<file path="config.mk">
export PLATFORM = sky130hd
export DESIGN_NAME = cla_serial_subtractor
export DESIGN_NICKNAME = d
export VERILOG_FILES = /design/src/rtl/cla_pkg.sv /design/src/rtl/cla4_cin.sv /design/src/rtl/cla_serial_subtractor.sv
export SDC_FILE = /design/constraint.sdc
export NUM_CORES = 1
export LEC_CHECK = 0
export CORE_UTILIZATION = 30
export CTS_BUF_LIST = sky130_fd_sc_hd__clkbuf_4 sky130_fd_sc_hd__clkbuf_8
export CTS_CLUSTER_DIAMETER = 60
export DETAILED_ROUTE_END_ITERATION = 6
export GPL_ROUTABILITY_DRIVEN = 0
export SYNTH_ARGS = -nofsm -noshare
export SYNTH_HDL_FRONTEND = slang
export SYNTH_HIERARCHICAL = 1
export SYNTH_SLANG_ARGS = --single-unit
</file>
<file path="constraint.sdc">
create_clock -name clk -period 4.7 [get_ports clk]
set_input_delay 0.47 -clock clk [delete_from_list [all_inputs] [get_ports clk]]
set_output_delay 0.47 -clock clk [all_outputs]
set_load 0.01 [all_outputs]
</file>
<file path="src/rtl/cla_pkg.sv">
// ---------------------------------------------------------------------------
// cla_pkg
// Shared definitions for the nibble-serial borrow-lookahead subtractor.
//   CLA_NIBBLE      : bits processed per RUN cycle
//   cla_sub_state_t : control FSM states (IDLE, RUN, DONE)
//   slice_count()   : number of nibble slices for a given operand width
//   cnt_width()     : slice counter width, never less than one bit
// ---------------------------------------------------------------------------
package cla_pkg;

    localparam int CLA_NIBBLE = 4;

    typedef enum logic [1:0] {
        IDLE = 2'd0,
        RUN  = 2'd1,
        DONE = 2'd2
    } cla_sub_state_t;

    function automatic int slice_count(input int width);
        return width / CLA_NIBBLE;
    endfunction

    function automatic int cnt_width(input int slices);
        return (slices > 1) ? $clog2(slices) : 1;
    endfunction

endpackage

</file>
<file path="src/rtl/cla4_cin.sv">
// ---------------------------------------------------------------------------
// cla4_cin
// 4-bit carry-lookahead adder with carry-in and carry-out. Every carry is
// expanded as a flat sum of products of generate/propagate terms, so no
// carry ripples from one bit position into the next.
// Ports:
//   a, b : 4-bit addends
//   cin  : carry into bit 0
//   sum  : 4-bit sum
//   cout : carry out of bit 3
// ---------------------------------------------------------------------------
module cla4_cin (
    input  logic [3:0] a,
    input  logic [3:0] b,
    input  logic       cin,
    output logic [3:0] sum,
    output logic       cout
);

    logic [3:0] p_s;
    logic [3:0] g_s;
    logic       c1_s;
    logic       c2_s;
    logic       c3_s;
    logic       c4_s;

    // Propagate / generate terms per bit position
    always_comb begin
        p_s = a ^ b;
        g_s = a & b;
    end

    // Fully expanded lookahead carries, each a two-level function of p, g, cin
    always_comb begin
        c1_s = g_s[0]
             | (p_s[0] & cin);
        c2_s = g_s[1]
             | (p_s[1] & g_s[0])
             | (p_s[1] & p_s[0] & cin);
        c3_s = g_s[2]
             | (p_s[2] & g_s[1])
             | (p_s[2] & p_s[1] & g_s[0])
             | (p_s[2] & p_s[1] & p_s[0] & cin);
        c4_s = g_s[3]
             | (p_s[3] & g_s[2])
             | (p_s[3] & p_s[2] & g_s[1])
             | (p_s[3] & p_s[2] & p_s[1] & g_s[0])
             | (p_s[3] & p_s[2] & p_s[1] & p_s[0] & cin);
    end

    // Sum bits from propagate and the carry into each position
    always_comb begin
        sum  = p_s ^ {c3_s, c2_s, c1_s, cin};
        cout = c4_s;
    end

endmodule

</file>
<file path="src/rtl/cla_serial_subtractor.sv">
// ---------------------------------------------------------------------------
// cla_serial_subtractor
// Nibble-serial subtractor: diff = a - b (mod 2^WIDTH), one 4-bit slice per
// cycle, LSB first, through a single borrow-lookahead stage (cla4_cin fed
// with ~b and ~borrow). A registered borrow links consecutive slices.
// Optional feature macro: CLA_SUB_OVERFLOW_EN adds the signed overflow port.
// Ports:
//   clk, rst            : clock, synchronous active-high reset
//   in_valid / in_ready : operand handshake (in_ready depends on state only)
//   a, b                : minuend, subtrahend (WIDTH bits)
//   out_valid/out_ready : result handshake, result held until accepted
//   diff                : a - b mod 2^WIDTH
//   borrow_out          : 1 when a < b unsigned
//   busy                : high in RUN or DONE
//   overflow            : signed overflow (only with CLA_SUB_OVERFLOW_EN)
// Parameter:
//   WIDTH : operand width, multiple of 4, at least 4
// ---------------------------------------------------------------------------
module cla_serial_subtractor
    import cla_pkg::*;
#(
    parameter int WIDTH = 16
) (
    input  logic             clk,
    input  logic             rst,
    input  logic             in_valid,
    output logic             in_ready,
    input  logic [WIDTH-1:0] a,
    input  logic [WIDTH-1:0] b,
    output logic             out_valid,
    input  logic             out_ready,
    output logic [WIDTH-1:0] diff,
    output logic             borrow_out,
    output logic             busy
`ifdef CLA_SUB_OVERFLOW_EN
    ,
    output logic             overflow
`endif
);

    localparam int N  = slice_count(WIDTH);
    localparam int CW = cnt_width(N);

    cla_sub_state_t   state_r;
    cla_sub_state_t   state_next_s;
    logic             load_s;
    logic             step_s;
    logic             last_slice_s;

    logic [CW-1:0]    cnt_r;
    logic [WIDTH-1:0] a_r;
    logic [WIDTH-1:0] b_r;
    logic             borrow_r;
    logic [WIDTH-1:0] diff_r;
    logic [WIDTH-1:0] diff_next_s;
    logic             out_valid_r;
    logic             busy_r;
    logic             in_ready_r;

    logic [3:0]       slice_sum_s;
    logic             slice_cout_s;

`ifdef CLA_SUB_OVERFLOW_EN
    logic             a_msb_r;
    logic             b_msb_r;
    logic             overflow_r;
`endif

    // Subtraction as a + ~b + ~borrow on the current low nibble of the
    // shifting operand registers
    cla4_cin u_cla4 (
        .a    (a_r[3:0]),
        .b    (~b_r[3:0]),
        .cin  (~borrow_r),
        .sum  (slice_sum_s),
        .cout (slice_cout_s)
    );

    // Shift each new slice result in from the top; after N slices the
    // first slice has reached bit 0
    generate
        if (WIDTH > CLA_NIBBLE) begin : g_wide
            assign diff_next_s = {slice_sum_s, diff_r[WIDTH-1:CLA_NIBBLE]};
        end else begin : g_narrow
            assign diff_next_s = slice_sum_s;
        end
    endgenerate

    // FSM state register
    always_ff @(posedge clk) begin
        if (rst) begin
            state_r <= IDLE;
        end else begin
            state_r <= state_next_s;
        end
    end

    // FSM next-state and datapath controls
    always_comb begin
        state_next_s = state_r;
        load_s       = 1'b0;
        step_s       = 1'b0;
        last_slice_s = (cnt_r == CW'(N - 1));
        case (state_r)
            IDLE: begin
                if (in_valid) begin
                    load_s       = 1'b1;
                    state_next_s = RUN;
                end else begin
                    state_next_s = IDLE;
                end
            end
            RUN: begin
                step_s = 1'b1;
                if (last_slice_s) begin
                    state_next_s = DONE;
                end else begin
                    state_next_s = RUN;
                end
            end
            DONE: begin
                if (out_ready) begin
                    state_next_s = IDLE;
                end else begin
                    state_next_s = DONE;
                end
            end
            default: begin
                state_next_s = IDLE;
            end
        endcase
    end

    // Handshake/status flags registered from the next state so they are
    // glitch-free and depend on state only
    always_ff @(posedge clk) begin
        if (rst) begin
            out_valid_r <= 1'b0;
            busy_r      <= 1'b0;
            in_ready_r  <= 1'b1;
        end else begin
            out_valid_r <= (state_next_s == DONE);
            busy_r      <= (state_next_s == RUN) || (state_next_s == DONE);
            in_ready_r  <= (state_next_s == IDLE);
        end
    end

    // Operand shift registers, slice counter, borrow link and result register
    always_ff @(posedge clk) begin
        if (rst) begin
            cnt_r    <= '0;
            a_r      <= '0;
            b_r      <= '0;
            borrow_r <= 1'b0;
            diff_r   <= '0;
        end else if (load_s) begin
            cnt_r    <= '0;
            a_r      <= a;
            b_r      <= b;
            borrow_r <= 1'b0;
        end else if (step_s) begin
            cnt_r    <= cnt_r + CW'(1);
            a_r      <= a_r >> CLA_NIBBLE;
            b_r      <= b_r >> CLA_NIBBLE;
            borrow_r <= ~slice_cout_s;
            diff_r   <= diff_next_s;
        end else begin
            cnt_r    <= cnt_r;
            a_r      <= a_r;
            b_r      <= b_r;
            borrow_r <= borrow_r;
            diff_r   <= diff_r;
        end
    end

`ifdef CLA_SUB_OVERFLOW_EN
    // Signed overflow: operand signs differ and the result sign differs from
    // the minuend; the original MSBs are kept since the operands shift away
    always_ff @(posedge clk) begin
        if (rst) begin
            a_msb_r    <= 1'b0;
            b_msb_r    <= 1'b0;
            overflow_r <= 1'b0;
        end else if (load_s) begin
            a_msb_r    <= a[WIDTH-1];
            b_msb_r    <= b[WIDTH-1];
            overflow_r <= overflow_r;
        end else if (step_s && last_slice_s) begin
            a_msb_r    <= a_msb_r;
            b_msb_r    <= b_msb_r;
            overflow_r <= (a_msb_r ^ b_msb_r) & (a_msb_r ^ slice_sum_s[3]);
        end else begin
            a_msb_r    <= a_msb_r;
            b_msb_r    <= b_msb_r;
            overflow_r <= overflow_r;
        end
    end

    assign overflow = overflow_r;
`endif

    assign in_ready   = in_ready_r;
    assign out_valid  = out_valid_r;
    assign busy       = busy_r;
    assign diff       = diff_r;
    assign borrow_out = borrow_r;

endmodule
</file>
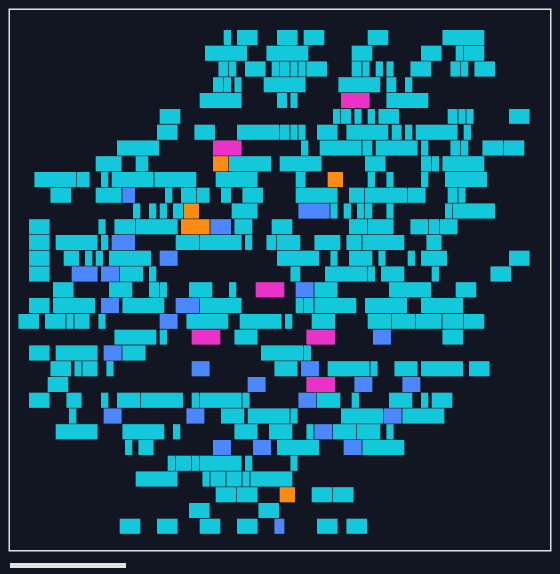
drive_strength.png
Scale bar: 20 um.
Key: orange = drive 3 to 4 [cells 5]; magenta = drive 6 and up [cells 6, most used clkbuf_8]; blue = drive 2 [cells 27, most used a21oi_2]; cyan = drive 1 or less [cells 267, most used dfxtp_1]
count of plain and timing-repair buffers: 57
Finished Cell Area: 3120 um^2
Area growth syn-to-layout: 25.20%

==> impl_metrics.json <==
{
  "critPathBufInv": 1,
  "maxCapViolations": 0,
  "arrival_ps": 2540,
  "core_um2": 7888,
  "comb_area_um2": 1086,
  "ir_worst_vdd_mv": 0.1185,
  "final-hold-violation-count": 0,
  "yosys_warnings": 6,
  "ys_area_um2": 2492,
  "ant_nets": 0,
  "edf_count": 0,
  "drtIter0Drc": 134,
  "cts_setup_buffers": 0,
  "hold_start": "diff[2]",
  "critPathTopFamily": "AND-OR/OR-AND gates",
  "dp_hpwl_um": 3492,
  "post-route-worst-setup-slack_ps": 2366,
  "cts_tree": "done",
  "grt_pass1_wl_um": 8756,
  "row_count": 32,
  "async_flop_share_pct": 0,
  "clk_pin_slew_ps": 90,
  "leakage_nw": 1.165,
  "hold_slack_ps": 459.8,
  "initCoreUtil_pct": 31.60,
  "vias_per_cell": 4.570,
  "critical_path.cell_chain": "clkdlybuf4s50_1 > o21ba_1 > nand2_1 > ha_1 > or2_2",
  "worstSetupEndpoint": "in_ready",
  "highest_layer": "met4",
  "min_to": "diff[2]",
  "status": "finished, final reports clean",
  "syn_nets": 304,
  "insertion_delay_ps": 310,
  "busiest_layer": "met2",
  "intPower_mw": 0.7314,
  "crit_cells": 5,
  "hold_depth": 2,
  "slowest_delay_ps": 780,
  "critPathLaunch": "in_valid",
  "finClkSkew_ps": 3.083,
  "die_w_um": 93.15,
  "final_common_cell": "dfxtp_1",
  "clk_path_buf_depth": 2,
  "wl_um": 5184,
  "worstReg2RegEnd": "in_ready",
  "r2r-start": "state_r[0]",
  "netlist_area_um2": 2492,
  "start_kind": "input pin",
  "dpl_cell_area_um2": 3023,
  "power.group.top": "sequential cells",
  "reg2reg_depth": 4,
  "wl_met1_um": 2623,
  "hold_path_class": "reg2reg",
  "ys_cells": 260,
  "worst_pin_slew_ps": 926.7,
  "overflow": 0,
  "slew_headroom_pct": 38.22,
  "maxSlewViolCount": 0,
  "clkPwrFrac_pct": 28.7,
  "grt_use_met1_pct": 17.74,
  "instances_no_fill": 407,
  "fillers": 796,
  "cts_made_buffers": 5,
  "use_met3_pct": 2.683,
  "drc": 0,
  "die-area_um2": 8677,
  "switching_share_pct": 25.91,
  "holdBufCountCts": 0,
  "chipHeight_um": 93.15,
  "dr.pass1.iters": 4,
  "seq_power_share_pct": 53.1,
  "worst-path-max-fanout": 25,
  "warning_count": 27,
  "p_comb_share_pct": 18.2,
  "grt_max_degree": 57,
  "cts_resized": 0,
  "setup_viol": 0,
  "comb-power_mw": 0.180,
  "antennaDiodeCount": 0,
  "switching_power_mw": 0.2558,
  "powerDensity_nw_per_um2": 316.3,
  "final-seq-area_um2": 1121,
  "nets": 348,
  "yosys.area_share.adder_pct": 4.317,
  "route.met2.wl_um": 2270,
  "slowest_stage": "o21ba_1",
  "rsz0062_at_grt": "no",
  "p_total_mw": 0.9871,
  "grt_pass1_vias": 1786,
  "final_cell_mix": "56 x dfxtp_1, 54 x clkdlybuf4s50_1, 35 x nand2_1, 34 x inv_1, 23 x o221a_1",
  "synth_flops": 56,
  "grt_use_met2_pct": 19.79,
  "worstSetupPathType": "in2reg",
  "netlist_instances": 260,
  "rrSetupSlack_ps": 2570,
  "p_seq_mw": 0.524,
  "drive_gt1_share_pct": 12.46,
  "tns_ps": 0,
  "cp-end-kind": "flop",
  "yosys_most_used_dff": "dfxtp_1",
  "finalCritPeriodShare_pct": 49.66,
  "synthTopLogicFamily": "AND-OR/OR-AND gates",
  "min_period_ps": 2334,
  "max_freq_mhz": 428.5,
  "ys_sh_xor_pct": 1.406,
  "powerClk_mw": 0.283,
  "cp_data_required_time_ps": 4900,
  "htreeDepth": 2,
  "fin_util_pct": 39.56,
  "wl_per_cell_um": 12.74,
  "pre_cts_slack_ps": 2009,
  "ys_seq_share_pct": 44.98,
  "clockRootBuffer": "clkbuf_8",
  "track_usage_pct": 12.93,
  "aoi_share_pct": 27.41,
  "syn_avg_cell_area_um2": 9.586,
  "antenna_found_initial": 0,
  "mux_share_pct": 0.4016,
  "met3_length_um": 197,
  "ys_types": 33,
  "dp_cells": 399,
  "ys_sh_simple_pct": 10.04,
  "vias": 1860,
  "clock_sinks": 56
}
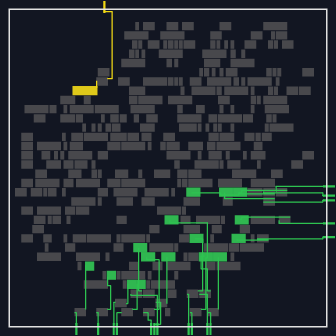
port_nets.png
Key: green = a [bits 16, direction input, edge 11 south, 5 east, end cells 16, buffers 16, wire 424 um]; yellow = out_valid [bits 1, direction output, edge north, end cells 1, buffers 1, wire 25.6 um]
port buffer count: 55
num ports: 56

[area by class of cell]
class	instances	share of cell area, %
Clock buffer	8	3.128
Timing Repair Buffer	57	17.96
Inverter	34	4.090
Tap cell	102	4.090
Sequential cell	56	35.93
Multi-Input combinational cell	150	34.80
[cells in the mapped netlist (2+ instances only)]
cell type	n	area [um^2]
dfxtp_1	56	1121
nand2_1	35	131.4
inv_1	34	127.6
o221a_1	23	259.0
a21oi_1	22	110.1
a21oi_2	20	175.2
nor2_1	12	45.04
a22oi_1	8	60.06
ha_1	7	87.58
buf_2	6	30.03
buf_6	6	67.56
a21o_1	3	22.52
clkbuf_1	3	11.26
xnor2_1	3	26.28
buf_4	2	15.01
buf_8	2	30.03
nor2b_1	2	12.51
